<file path="src/rtl/rs15_13_dec_serial.sv">
// rtl/rs15_13_dec_serial.sv - serial RS(15,13) decoder over GF(16), single-symbol correction
module rs15_13_dec_serial (
   input  logic        clk,
   input  logic        rst_n,
   input  logic [3:0]  sym_i,
   input  logic        sym_valid_i,
   input  logic        sop_i,
   output logic [3:0]  data_o,
   output logic        data_valid_o,
   output logic        data_sop_o,
   output logic        cw_done_o,
   output logic        corrected_o,
   output logic        uncorrectable_o,
   output logic        err_frame_o,
   input  logic        cnt_clr_i,
   output logic [15:0] corr_cnt_o,
   output logic [15:0] uncorr_cnt_o
);

   typedef enum logic {S_IDLE, S_RECV} rx_state_t;

   // multiply by alpha modulo x^4+x+1
   function automatic logic [3:0] gf_mul_a(input logic [3:0] x);
      return {x[2:0], 1'b0} ^ (x[3] ? 4'h3 : 4'h0);
   endfunction

   // discrete log base alpha; log(0) is meaningless and masked by the zero checks
   function automatic logic [3:0] gf_log(input logic [3:0] x);
      case (x)
         4'h1: return 4'd0;
         4'h2: return 4'd1;
         4'h3: return 4'd4;
         4'h4: return 4'd2;
         4'h5: return 4'd8;
         4'h6: return 4'd5;
         4'h7: return 4'd10;
         4'h8: return 4'd3;
         4'h9: return 4'd14;
         4'hA: return 4'd9;
         4'hB: return 4'd7;
         4'hC: return 4'd6;
         4'hD: return 4'd13;
         4'hE: return 4'd11;
         4'hF: return 4'd12;
         default: return 4'd0;
      endcase
   endfunction

   // alpha^n for n in 0..14
   function automatic logic [3:0] gf_alog(input logic [3:0] n);
      case (n)
         4'd0:  return 4'h1;
         4'd1:  return 4'h2;
         4'd2:  return 4'h4;
         4'd3:  return 4'h8;
         4'd4:  return 4'h3;
         4'd5:  return 4'h6;
         4'd6:  return 4'hC;
         4'd7:  return 4'hB;
         4'd8:  return 4'h5;
         4'd9:  return 4'hA;
         4'd10: return 4'h7;
         4'd11: return 4'hE;
         4'd12: return 4'hF;
         4'd13: return 4'hD;
         4'd14: return 4'h9;
         default: return 4'h1;
      endcase
   endfunction

   // reduce an exponent sum (at most 43) modulo 15
   function automatic logic [3:0] mod15(input logic [5:0] x);
      if (x >= 6'd30)
         return 4'(x - 6'd30);
      else if (x >= 6'd15)
         return 4'(x - 6'd15);
      else
         return x[3:0];
   endfunction

   rx_state_t  state;
   logic [3:0] cnt;
   logic [3:0] s1, s2;
   logic       bank;
   logic       done_bank;
   logic       dec_go;

   logic [3:0] bank0 [0:12];
   logic [3:0] bank1 [0:12];

   logic       wr_en;
   logic [3:0] wr_idx;

   logic       dec_fix, dec_unc;
   logic [3:0] dec_j, dec_e;
   logic       out_run;
   logic [3:0] out_k;

   logic       s1z, s2z;
   logic [3:0] l1, l2, loc_j, err_e;
   logic [3:0] rd_sym;
   logic       fix_hit;
   logic       done_now;

   // buffer write steering: sop always restarts at slot 0, slots 13/14 never stored
   always_comb begin
      wr_en  = 1'b0;
      wr_idx = 4'd0;
      if (sym_valid_i && sop_i) begin
         wr_en  = 1'b1;
         wr_idx = 4'd0;
      end else if (sym_valid_i && state == S_RECV && cnt < 4'd13) begin
         wr_en  = 1'b1;
         wr_idx = cnt;
      end
   end

   // ping-pong data buffers, written by the receive side only
   always_ff @(posedge clk) begin
      if (wr_en) begin
         if (bank)
            bank1[wr_idx] <= sym_i;
         else
            bank0[wr_idx] <= sym_i;
      end
   end

   // receive FSM: framing, serial syndrome accumulation, bank hand-off
   always_ff @(posedge clk) begin
      if (!rst_n) begin
         state       <= S_IDLE;
         cnt         <= 4'd0;
         s1          <= 4'h0;
         s2          <= 4'h0;
         bank        <= 1'b0;
         done_bank   <= 1'b0;
         dec_go      <= 1'b0;
         err_frame_o <= 1'b0;
      end else begin
         dec_go      <= 1'b0;
         err_frame_o <= 1'b0;
         if (sym_valid_i) begin
            if (sop_i) begin
               err_frame_o <= (state == S_RECV);
               s1          <= sym_i;
               s2          <= sym_i;
               cnt         <= 4'd1;
               state       <= S_RECV;
            end else if (state == S_RECV) begin
               s1 <= gf_mul_a(s1) ^ sym_i;
               s2 <= gf_mul_a(gf_mul_a(s2)) ^ sym_i;
               if (cnt == 4'd14) begin
                  cnt       <= 4'd0;
                  state     <= S_IDLE;
                  dec_go    <= 1'b1;
                  done_bank <= bank;
                  bank      <= ~bank;
               end else begin
                  cnt <= cnt + 4'd1;
               end
            end else begin
               err_frame_o <= 1'b1;
            end
         end
      end
   end

   // error locator X=S2/S1 and value e=S1^2/S2 through log/antilog tables
   always_comb begin
      s1z   = (s1 == 4'h0);
      s2z   = (s2 == 4'h0);
      l1    = gf_log(s1);
      l2    = gf_log(s2);
      loc_j = mod15({2'b00, l2} + 6'd15 - {2'b00, l1});
      err_e = gf_alog(mod15({1'b0, l1, 1'b0} + 6'd15 - {2'b00, l2}));
   end

   // read side of the bank that just completed, plus correction match
   always_comb begin
      rd_sym   = done_bank ? bank1[out_k] : bank0[out_k];
      fix_hit  = dec_fix && ((4'd14 - out_k) == dec_j);
      done_now = out_run && (out_k == 4'd12);
   end

   // decode register stage followed by 13-cycle output burst
   always_ff @(posedge clk) begin
      if (!rst_n) begin
         dec_fix         <= 1'b0;
         dec_unc         <= 1'b0;
         dec_j           <= 4'd0;
         dec_e           <= 4'h0;
         out_run         <= 1'b0;
         out_k           <= 4'd0;
         data_o          <= 4'h0;
         data_valid_o    <= 1'b0;
         data_sop_o      <= 1'b0;
         cw_done_o       <= 1'b0;
         corrected_o     <= 1'b0;
         uncorrectable_o <= 1'b0;
      end else begin
         data_o          <= 4'h0;
         data_valid_o    <= 1'b0;
         data_sop_o      <= 1'b0;
         cw_done_o       <= 1'b0;
         corrected_o     <= 1'b0;
         uncorrectable_o <= 1'b0;
         if (dec_go) begin
            dec_fix <= !s1z && !s2z;
            dec_unc <= s1z ^ s2z;
            dec_j   <= loc_j;
            dec_e   <= err_e;
            out_run <= 1'b1;
            out_k   <= 4'd0;
         end else if (out_run) begin
            data_o       <= rd_sym ^ (fix_hit ? dec_e : 4'h0);
            data_valid_o <= 1'b1;
            data_sop_o   <= (out_k == 4'd0);
            if (out_k == 4'd12) begin
               out_run         <= 1'b0;
               cw_done_o       <= 1'b1;
               corrected_o     <= dec_fix;
               uncorrectable_o <= dec_unc;
            end else begin
               out_k <= out_k + 4'd1;
            end
         end
      end
   end

   // saturating statistics; clear has priority over a same-cycle increment
   always_ff @(posedge clk) begin
      if (!rst_n || cnt_clr_i) begin
         corr_cnt_o   <= 16'd0;
         uncorr_cnt_o <= 16'd0;
      end else if (done_now && !dec_go) begin
         if (dec_fix && corr_cnt_o != 16'hFFFF)
            corr_cnt_o <= corr_cnt_o + 16'd1;
         if (dec_unc && uncorr_cnt_o != 16'hFFFF)
            uncorr_cnt_o <= uncorr_cnt_o + 16'd1;
      end
   end

endmodule
</file>
<file path="config.mk">
export PLATFORM = sky130hd
export DESIGN_NAME = rs15_13_dec_serial
export DESIGN_NICKNAME = d
export VERILOG_FILES = /design/src/rtl/rs15_13_dec_serial.sv
export SDC_FILE = /design/constraint.sdc
export NUM_CORES = 1
export LEC_CHECK = 0
export ABC_CLOCK_PERIOD_IN_PS = 7100
export CORE_ASPECT_RATIO = 0.6
export CORE_MARGIN = 1
export CORE_UTILIZATION = 49
export DETAILED_ROUTE_END_ITERATION = 7
export HOLD_SLACK_MARGIN = 0.15
export PLACE_DENSITY = 0.65
export SLEW_MARGIN = 20
export SYNTH_ARGS = -nofsm -noshare
export SYNTH_HDL_FRONTEND = slang
export SYNTH_SLANG_ARGS = --single-unit
</file>
<file path="constraint.sdc">
create_clock -name clk -period 7.1 [get_ports clk]
set_input_delay 2.13 -clock clk [delete_from_list [all_inputs] [get_ports clk]]
set_output_delay 2.13 -clock clk [all_outputs]
set_load 0.05 [all_outputs]
</file>
run_1/power_grid.png
Bar = 50 um. Pins as bars on the die edge. Tap cells in grey.
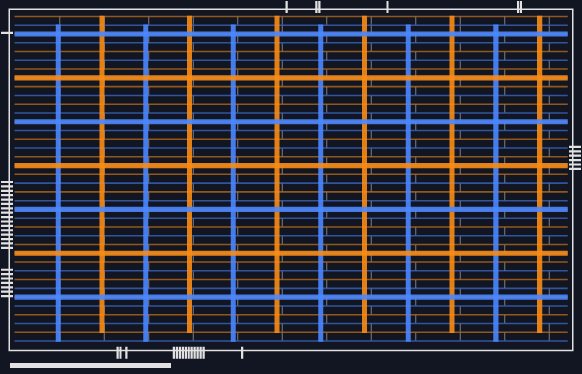
Orange shows VDD. Blue shows VSS.
51 signal pins sit on the boundary. 12 straps on met4.

run_1/placement_by_type.png
Bar = 50 um.
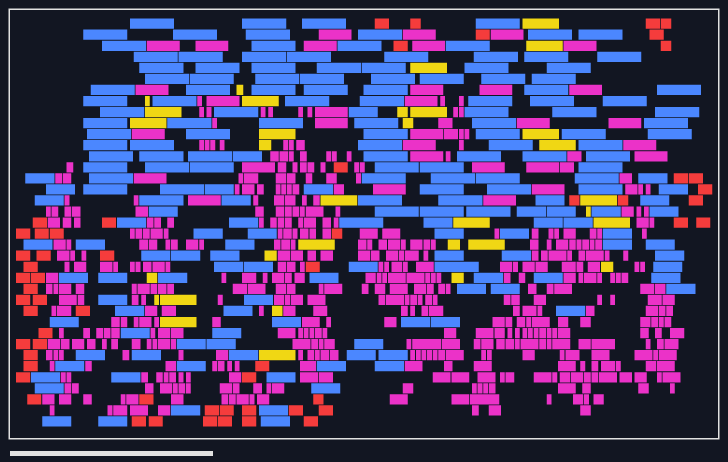
Blue shows flops, cells 189, share of their area 50%. Yellow shows clock drivers and dummy loads, cells 32, share of their area 5.8%. Magenta shows combinational and other logic, cells 520, share of their area 39%. Red shows other buffers and delay cells, cells 57, share of their area 5.7%.

run_1/clk_routes.png
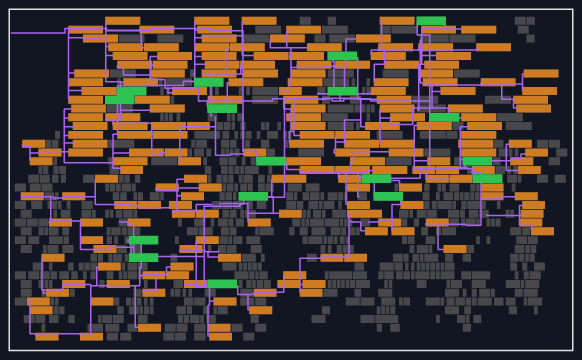
Orange shows flip-flops, count 189. Purple shows clock wires, length 2130 um. Green shows clock drivers, count 17.
There are 18 routed clock nets.

==> qor.yml, run 1 <==
synthFlopType: "edfxtp_1"
synthCells: 734
power_leader: "sequential cells"
crit_path_end: "l1[3]"
use_met2_pct: 29.08
drive_gt1_share_pct: 10.15
status: "finished, final reports clean"
crit_path_top_delay_cell: "clkdlybuf4s50_1"
cp.required_ns: 7.37
htree_levels: 4
grt_util_all_layers_pct: 21.13
cts_root_buf: "clkbuf_16"
cp-start-kind: "primary input"
clock_cell_area_share_pct: 5.639
seq-cell-share_pct: 48.11
n_antenna_cell: 0
dominant-cell-class: "registers"
ys.flops: 189
async_flop_share_pct: 0
path_depth: 11
crit_path_end_kind: "flop"
syn_area_per_cell_um2: 11.89
cts.clk_slew.worst_paths_ns: 0.06
p_total_mw: 2.484
comb.multi_input.count: 472
drt_iter0_drc: 391
synthToLayoutAreaGrowth_pct: 14.93
internal-power_mw: 1.811
core_area_mm2: 0.01727
crit_path_max_incr_delay_ns: 0.80
yosysMostFrequentCell: "edfxtp_1"
grtUsageMet1_pct: 33.08
fp.dieH_um: 105.4
wl_met2_mm: 7.488
relSlewSlack_pct: 34.64
pre_cts_slack_ns: 1.856
netlist_area_mm2: 0.008726
finalMaxSlewViolations: 0
top_layer_used: "met4"
synth-simple-area-share_pct: 12.80
powerClk_uw: 910
comb-power_uw: 400
layout_top_cell: "edfxtp_1"
ctsResizeCount: 0
cts.path.max_buffers: 2
pwr-share-clk_pct: 36.6
hpwl_mm: 12.92
==> run 2: changes to the inputs <==
ABC_CLOCK_PERIOD_IN_PS = 4600   (was 7100)
clock period = 4.6 ns   (was 7.1 ns; I/O delays follow)
==> qor.yml, run 2 <==
hpwl_mm: 14.02  # +8.5%
cts.path.max_buffers: 2  # unchanged
crit_path_end_kind: "flop"
powerClk_mw: 1.44  # +58%
htree_levels: 4  # unchanged
wl_met2_mm: 8.348  # +11%
top_layer_used: "met4"
status: "finished, final reports clean"
cts_root_buf: "clkbuf_16"
core_area_mm2: 0.01727  # unchanged
dominant-cell-class: "registers"
internal-power_mw: 2.815  # +55%
synthCells: 734  # unchanged
comb.multi_input.count: 472  # unchanged
use_met2_pct: 32.16  # +3.1 points
pre_cts_slack_ns: 0.4756  # -1.380 ns
synthFlopType: "edfxtp_1"
fp.dieH_um: 105.4  # unchanged
drt_iter0_drc: 415  # +6.1%
synth-simple-area-share_pct: 12.80  # unchanged
pwr-share-clk_pct: 37.0  # +0.4 points
path_depth: 11  # unchanged
run_2/wires.png
Bar = 50 um. Two of the layers only.
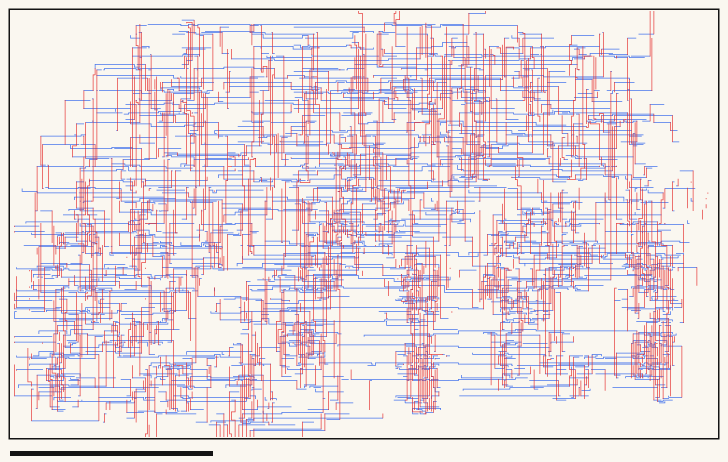
Red shows metal 2, wire length 8350 um. Blue shows metal 1, wire length 9360 um.

run_2/clk_routes.png
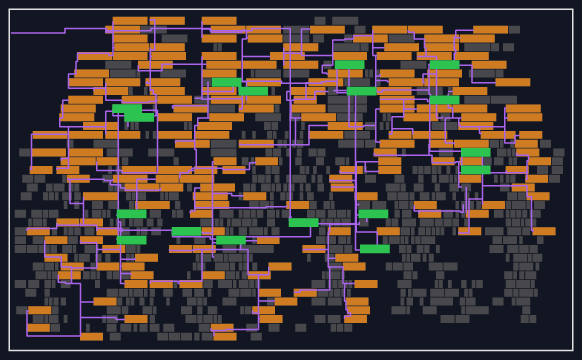
Green shows clock drivers, count 17. Purple shows clock wires, length 2150 um. Orange shows flip-flops, count 189.
Position of the flops: spread over the die.

Power figures rest on the tool's default switching activity, not on a simulated workload.
